--- config.mk ---
export PLATFORM = sky130hd
export DESIGN_NAME = loop_sequencer
export DESIGN_NICKNAME = d
export VERILOG_FILES = /design/src/rtl/loop_sequencer.sv
export SDC_FILE = /design/constraint.sdc
export NUM_CORES = 1
export LEC_CHECK = 0
export CAP_MARGIN = 20
export CORE_MARGIN = 10
export CORE_UTILIZATION = 35
export DETAILED_ROUTE_END_ITERATION = 7
export GPL_TIMING_DRIVEN = 0
export HOLD_SLACK_MARGIN = 0.1
export SYNTH_ARGS = -nofsm -noshare
export SYNTH_HDL_FRONTEND = slang
export SYNTH_SLANG_ARGS = --single-unit
--- constraint.sdc ---
create_clock -name clk -period 3.7 [get_ports clk]
set_clock_uncertainty 0.15 [all_clocks]
set_input_delay 0.555 -clock clk [delete_from_list [all_inputs] [get_ports clk]]
set_output_delay 0.555 -clock clk [all_outputs]
set_load 0.01 [all_outputs]
--- src/rtl/loop_sequencer.sv ---
`default_nettype none
// loop_sequencer rev 1.0: record/play looper driving a single-outstanding external RAM port.
// Define LOOP_OVERDUB_EN to enable the OVERDUB state (read, output, saturating write-back).
module loop_sequencer #(
    parameter int ADDR_W = 23,
    parameter int DATA_W = 16
) (
    input  logic              clk,
    input  logic              rst,
    input  logic              sample_tick,
    input  logic              rec_pulse,
    input  logic              stop_pulse,
    input  logic [DATA_W-1:0] sample_in,
    output logic              mem_req,
    output logic              mem_we,
    output logic [ADDR_W-1:0] mem_addr,
    output logic [DATA_W-1:0] mem_wdata,
    input  logic [DATA_W-1:0] mem_rdata,
    input  logic              mem_done,
    output logic [DATA_W-1:0] sample_out,
    output logic [1:0]        state,
    output logic [ADDR_W-1:0] loop_len,
    output logic              overrun
);

    typedef enum logic [1:0] {
        IDLE    = 2'd0,
        RECORD  = 2'd1,
        PLAY    = 2'd2,
        OVERDUB = 2'd3
    } state_t;

    typedef struct packed {
        state_t            st;
        logic [ADDR_W-1:0] ptr;
        logic [ADDR_W-1:0] len;
    } ctx_t;

    localparam logic [ADDR_W-1:0] ADDR_MAX = '1;
    localparam logic [ADDR_W-1:0] LAST_WR  = ADDR_MAX - ADDR_W'(1);

    state_t            fsm;
    logic [ADDR_W-1:0] ptr;
    logic              pend_rec;
    logic              pend_stop;
    logic              od_wr;

    ctx_t              nx;
    logic              n_req, n_we, n_overrun, n_prec, n_pstop, n_od_wr;
    logic [ADDR_W-1:0] n_addr;
    logic [DATA_W-1:0] n_wdata, n_out;
    logic [ADDR_W-1:0] play_next;

    assign state     = fsm;
    assign play_next = (ptr == loop_len - ADDR_W'(1)) ? '0 : ptr + ADDR_W'(1);

    function automatic ctx_t apply_cmd(input ctx_t c, input logic rec, input logic stop);
        ctx_t r = c;
        if (stop) begin
            r.st = IDLE;
        end else if (rec) begin
            case (c.st)
                IDLE: begin
                    r.st  = RECORD;
                    r.ptr = '0;
                end
                RECORD: begin
                    if (c.ptr == '0) begin
                        r.st = IDLE;
                    end else begin
                        r.st  = PLAY;
                        r.len = c.ptr;
                        r.ptr = '0;
                    end
                end
`ifdef LOOP_OVERDUB_EN
                PLAY:    r.st = OVERDUB;
                OVERDUB: r.st = PLAY;
`endif
                default: ;
            endcase
        end
        return r;
    endfunction

    function automatic logic [DATA_W-1:0] sat_add(input logic [DATA_W-1:0] a, input logic [DATA_W-1:0] b);
        logic [DATA_W:0] s;
        s = {a[DATA_W-1], a} + {b[DATA_W-1], b};
        if (s[DATA_W] != s[DATA_W-1])
            return s[DATA_W] ? {1'b1, {(DATA_W-1){1'b0}}} : {1'b0, {(DATA_W-1){1'b1}}};
        return s[DATA_W-1:0];
    endfunction

    always_comb begin
        nx.st     = fsm;
        nx.ptr    = ptr;
        nx.len    = loop_len;
        n_req     = mem_req;
        n_we      = mem_we;
        n_addr    = mem_addr;
        n_wdata   = mem_wdata;
        n_out     = sample_out;
        n_overrun = overrun;
        n_prec    = pend_rec;
        n_pstop   = pend_stop;
        n_od_wr   = od_wr;

        // While busy, ticks are dropped and commands wait for completion; stop beats rec.
        if (mem_req || od_wr) begin
            if (sample_tick) n_overrun = 1'b1;
            if (stop_pulse) begin
                n_pstop = 1'b1;
                n_prec  = 1'b0;
            end else if (rec_pulse && !pend_stop) begin
                n_prec = 1'b1;
            end
        end

        if (od_wr) begin
            n_req   = 1'b1;
            n_addr  = ptr;
            n_od_wr = 1'b0;
        end else if (mem_req) begin
            if (mem_done) begin
                n_req = 1'b0;
                case (fsm)
                    RECORD: begin
                        if (ptr == LAST_WR) begin
                            nx.st  = PLAY;
                            nx.len = ADDR_MAX;
                            nx.ptr = '0;
                        end else begin
                            nx.ptr = ptr + ADDR_W'(1);
                        end
                    end
                    PLAY: begin
                        n_out  = mem_rdata;
                        nx.ptr = play_next;
                    end
                    OVERDUB: begin
                        if (!mem_we) begin
                            n_out   = mem_rdata;
                            n_wdata = sat_add(mem_rdata, sample_in);
                            n_we    = 1'b1;
                            n_od_wr = 1'b1;
                        end else begin
                            nx.ptr = play_next;
                        end
                    end
                    default: ;
                endcase
                if (!n_od_wr) begin
                    nx      = apply_cmd(nx, n_prec, n_pstop);
                    n_prec  = 1'b0;
                    n_pstop = 1'b0;
                end
            end
        end else begin
            nx = apply_cmd(nx, rec_pulse & ~stop_pulse, stop_pulse);
            if (sample_tick) begin
                case (nx.st)
                    RECORD: begin
                        n_req   = 1'b1;
                        n_we    = 1'b1;
                        n_addr  = nx.ptr;
                        n_wdata = sample_in;
                    end
                    PLAY, OVERDUB: begin
                        n_req  = 1'b1;
                        n_we   = 1'b0;
                        n_addr = nx.ptr;
                    end
                    default: ;
                endcase
            end
        end

        if (nx.st == IDLE) n_out = '0;
    end

    always_ff @(posedge clk or posedge rst) begin
        if (rst) begin
            fsm        <= IDLE;
            ptr        <= '0;
            loop_len   <= '0;
            mem_req    <= 1'b0;
            mem_we     <= 1'b0;
            mem_addr   <= '0;
            mem_wdata  <= '0;
            sample_out <= '0;
            overrun    <= 1'b0;
            pend_rec   <= 1'b0;
            pend_stop  <= 1'b0;
            od_wr      <= 1'b0;
        end else begin
            fsm        <= nx.st;
            ptr        <= nx.ptr;
            loop_len   <= nx.len;
            mem_req    <= n_req;
            mem_we     <= n_we;
            mem_addr   <= n_addr;
            mem_wdata  <= n_wdata;
            sample_out <= n_out;
            overrun    <= n_overrun;
            pend_rec   <= n_prec;
            pend_stop  <= n_pstop;
            od_wr      <= n_od_wr;
        end
    end

endmodule
`default_nettype wire

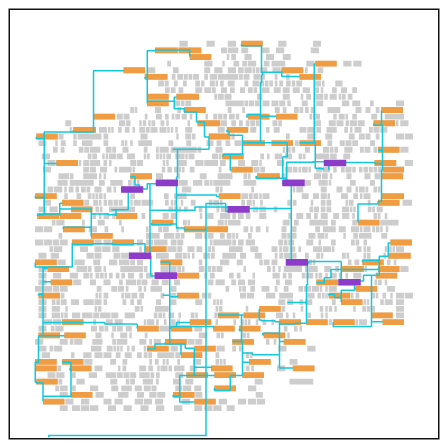
*Routed clock nets over the placement*
[flip-flops] orange | count: 109
[clock wires] cyan | length: 1750 um
[cells driving clock nets] purple | count: 9
routed clock nets: 10

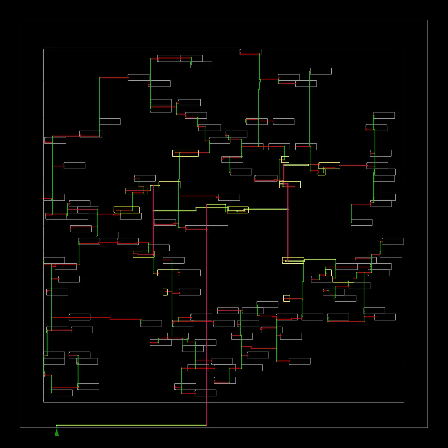
*The clock network*
CTS sink count: 109
Clk power: 0.00110 W

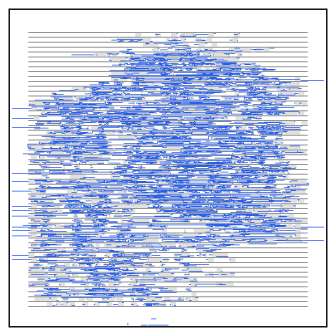
*The metal 1 layer*
Supply wires on this layer in grey. Cells faint in the background.
wire length on this layer: 14600 um
share of all routed wire: 44%
nets with wire on the layer: 1173
longest straight run: 76.4 um

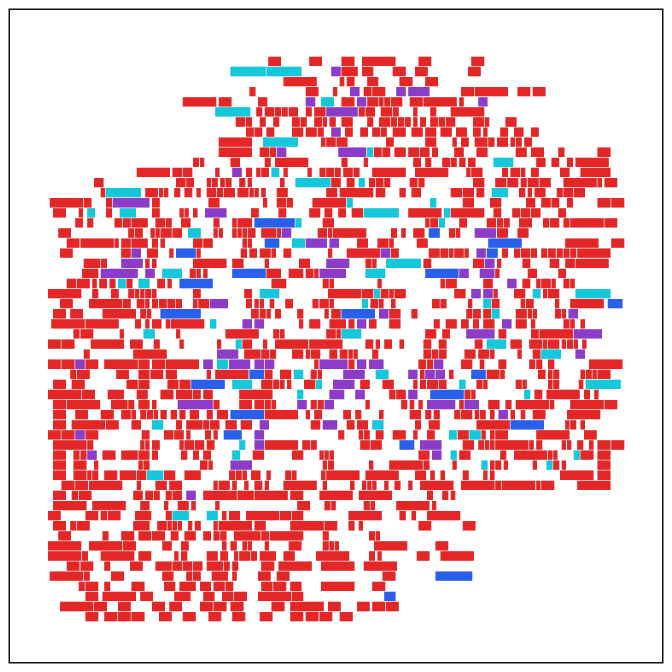
*Cells by drive strength*
[drive 2] cyan | cells: 62
[drive 3 to 4] purple | cells: 76
[drive 6 and up] blue | cells: 22
[drive 1 or less] red | cells: 1050
Final Cell Area: 0.0111 mm^2
final worst slack: 0.0565 ns
Layout area overhead: 31.0%
Non-clock buffers: 231

==> results.sh <==
# implementation run metrics
export IMPL_synth_edff_count=0
export IMPL_die_y_um=176
export IMPL_cp_top_family="AND-OR/OR-AND gates"
export IMPL_cp_startpoint="loop_len[1]$_DFFE_PP0P_"
export IMPL_criticalPathCategory="reg2reg"
export IMPL_reg2reg_to="loop_len[14]$_DFFE_PP0P_"
export IMPL_synth_warnings=0
export IMPL_synth_flops=109
export IMPL_tightest_slew_ns=0.829
export IMPL_postSynthCellCount=1048
export IMPL_io_buffers=120
export IMPL_coreArea_mm2=0.0237
export IMPL_ant_nets=0
export IMPL_ff_type="dfrtp_1"
export IMPL_cts_reportedPaths_clkPinSlew_ns=0.08
export IMPL_io_pins=121
export IMPL_simple_gate_area_share_pct=23.9
export IMPL_maxSlewViolCount=0
export IMPL_vias=9072
export IMPL_cap_violations=0
export IMPL_post_cts_buffers=18
export IMPL_first_pass_iters=7
export IMPL_min_from="overrun$_DFFE_PP0P_"
export IMPL_top_logic_kind="AND-OR/OR-AND gates"
export IMPL_rows=56
export IMPL_cp_arrival_ns=3.75
export IMPL_slowest_delay_ns=0.47
export IMPL_cts_tree="done"
export IMPL_clk_path_buf_depth=2
export IMPL_fin_crit_ns=3.64
export IMPL_status="complete, no violations"
export IMPL_crit_slowest_cell="dfrtp_2"
export IMPL_p_leak_nw=4.32
export IMPL_timing_fmax_mhz=274
export IMPL_whs_endpoint="overrun$_DFFE_PP0P_"
export IMPL_root_buffer="clkbuf_16"
export IMPL_grt_overflow_total=0
export IMPL_worstReg2RegStart="loop_len[1]$_DFFE_PP0P_"
export IMPL_diodes=0
export IMPL_cp_num_cells=13
export IMPL_die_area_mm2=0.0309
export IMPL_cpMostUsedCell="buf_4"
export IMPL_worstPathMaxFanout=10
export IMPL_ys_sh_adder_pct=3.92
export IMPL_fin_crit_sh_pct=98.5
export IMPL_grt_pass1_wl_mm=51.7
export IMPL_ys_seq_share_pct=32.1
export IMPL_drive_above_1_share_pct=13.2
export IMPL_hold_class="reg2reg"
export IMPL_drc_errors=0
export IMPL_maxSlewHeadroom_pct=44.2
export IMPL_postCtsResizedCells=59
export IMPL_lay_top_cells="120 x clkdlybuf4s50_1, 115 x nand2_1, 99 x dfrtp_1"
export IMPL_rsz0062_at_grt="true"
export IMPL_fin_nets=1269
export IMPL_largestRegisters="loop_len x23, mem_addr x23, ptr x23"
export IMPL_post_drt_wl_per_cell_um=22.0
export IMPL_yosys_stat_cells=1048
export IMPL_grt_max_degree=75
export IMPL_numCtsBuffers=9
export IMPL_ir_drop_mv=0.208
export IMPL_cp_start_kind="flop"
export IMPL_postCtsHoldBufs=0
export IMPL_synth_avg_cell_area_um2=8.10
export IMPL_finalPower_w=0.00411
export IMPL_initCoreUtil_pct=35.8
export IMPL_yosysChipArea_mm2=0.00848
export IMPL_placedCellCount=1488
export IMPL_rr_worst_depth=13
export IMPL_synth_cell_types=79
export IMPL_crit_buf_inv=4
export IMPL_die_width_um=176
export IMPL_dp_final_hpwl_mm=25.2
export IMPL_async_reset_ff_share_pct=100
export IMPL_vias_per_cell=5.93
export IMPL_synthXorXnorAreaFrac_pct=5.74
==> layout make-up <==
type | count | area [um^2] | share of cell area (%)
multi-input cells | 828 | 5660 | 50.9
flip-flops and latches | 109 | 2740 | 24.6
repair buffers | 156 | 1490 | 13.4
plain buffers | 75 | 402 | 3.61
well taps | 319 | 399 | 3.59
clock buffers | 9 | 225 | 2.03
inverters | 26 | 106 | 0.957
clock inverters | 7 | 97.6 | 0.878
==> routing by layer <==
layer | GRT usage, % | vias to the layer above | share of wire, % | wire length (um)
li1 | - | 4203 | - | -
met4 | 6.29 | 0 | 1.9 | 630
met3 | 4.25 | 33 | 7.2 | 2420
met2 | 34.3 | 366 | 47 | 15900
met1 | 27.3 | 4470 | 44 | 14600
met5 | 0 | - | 0 | 0
==> cells in the mapped netlist (all sizes together), types with 20 or more instances <==
cell type,n,area [um^2]
nand2,116,435
dfrtp,109,2730
o21ai,98,494
clkbuf,65,244
nor2,65,244
a21oi,61,313
nor3,42,226
xnor2,33,289
o211ai,29,218
inv,26,97.6
and3,25,156
ha,25,313
nand4,23,150
mux2i,21,210
buf,20,105
nand2b,20,125
nand3,20,100
nor4,20,131
xor2,20,175
==> per-stage QoR <==
stage                     hold slack (ns)  util, %  cell area [um^2]  setup WS, ns
after floorplan                     0.343        -              8480         0.121
after global placement              0.293     42.6             10100         -1.85
after detailed placement            0.297     42.7             10100         -1.09
after CTS                           0.321     45.5             10800       -0.0450
after global routing                0.343     46.9             11100       -0.0532
final                               0.324     46.9             11100        0.0565
==> power by group <==
| group | leakage, nW | internal, W | switching, W |
|---|---|---|---|
| Combinational | 2.72 | 0.000723 | 0.000870 |
| Clock | 0.152 | 0.000599 | 0.000501 |
| Sequential | 1.45 | 0.00131 | 0.000111 |
| Total | 4.32 | 0.00263 | 0.00148 |
Power figures rest on the tool's default switching activity, not on a simulated workload.
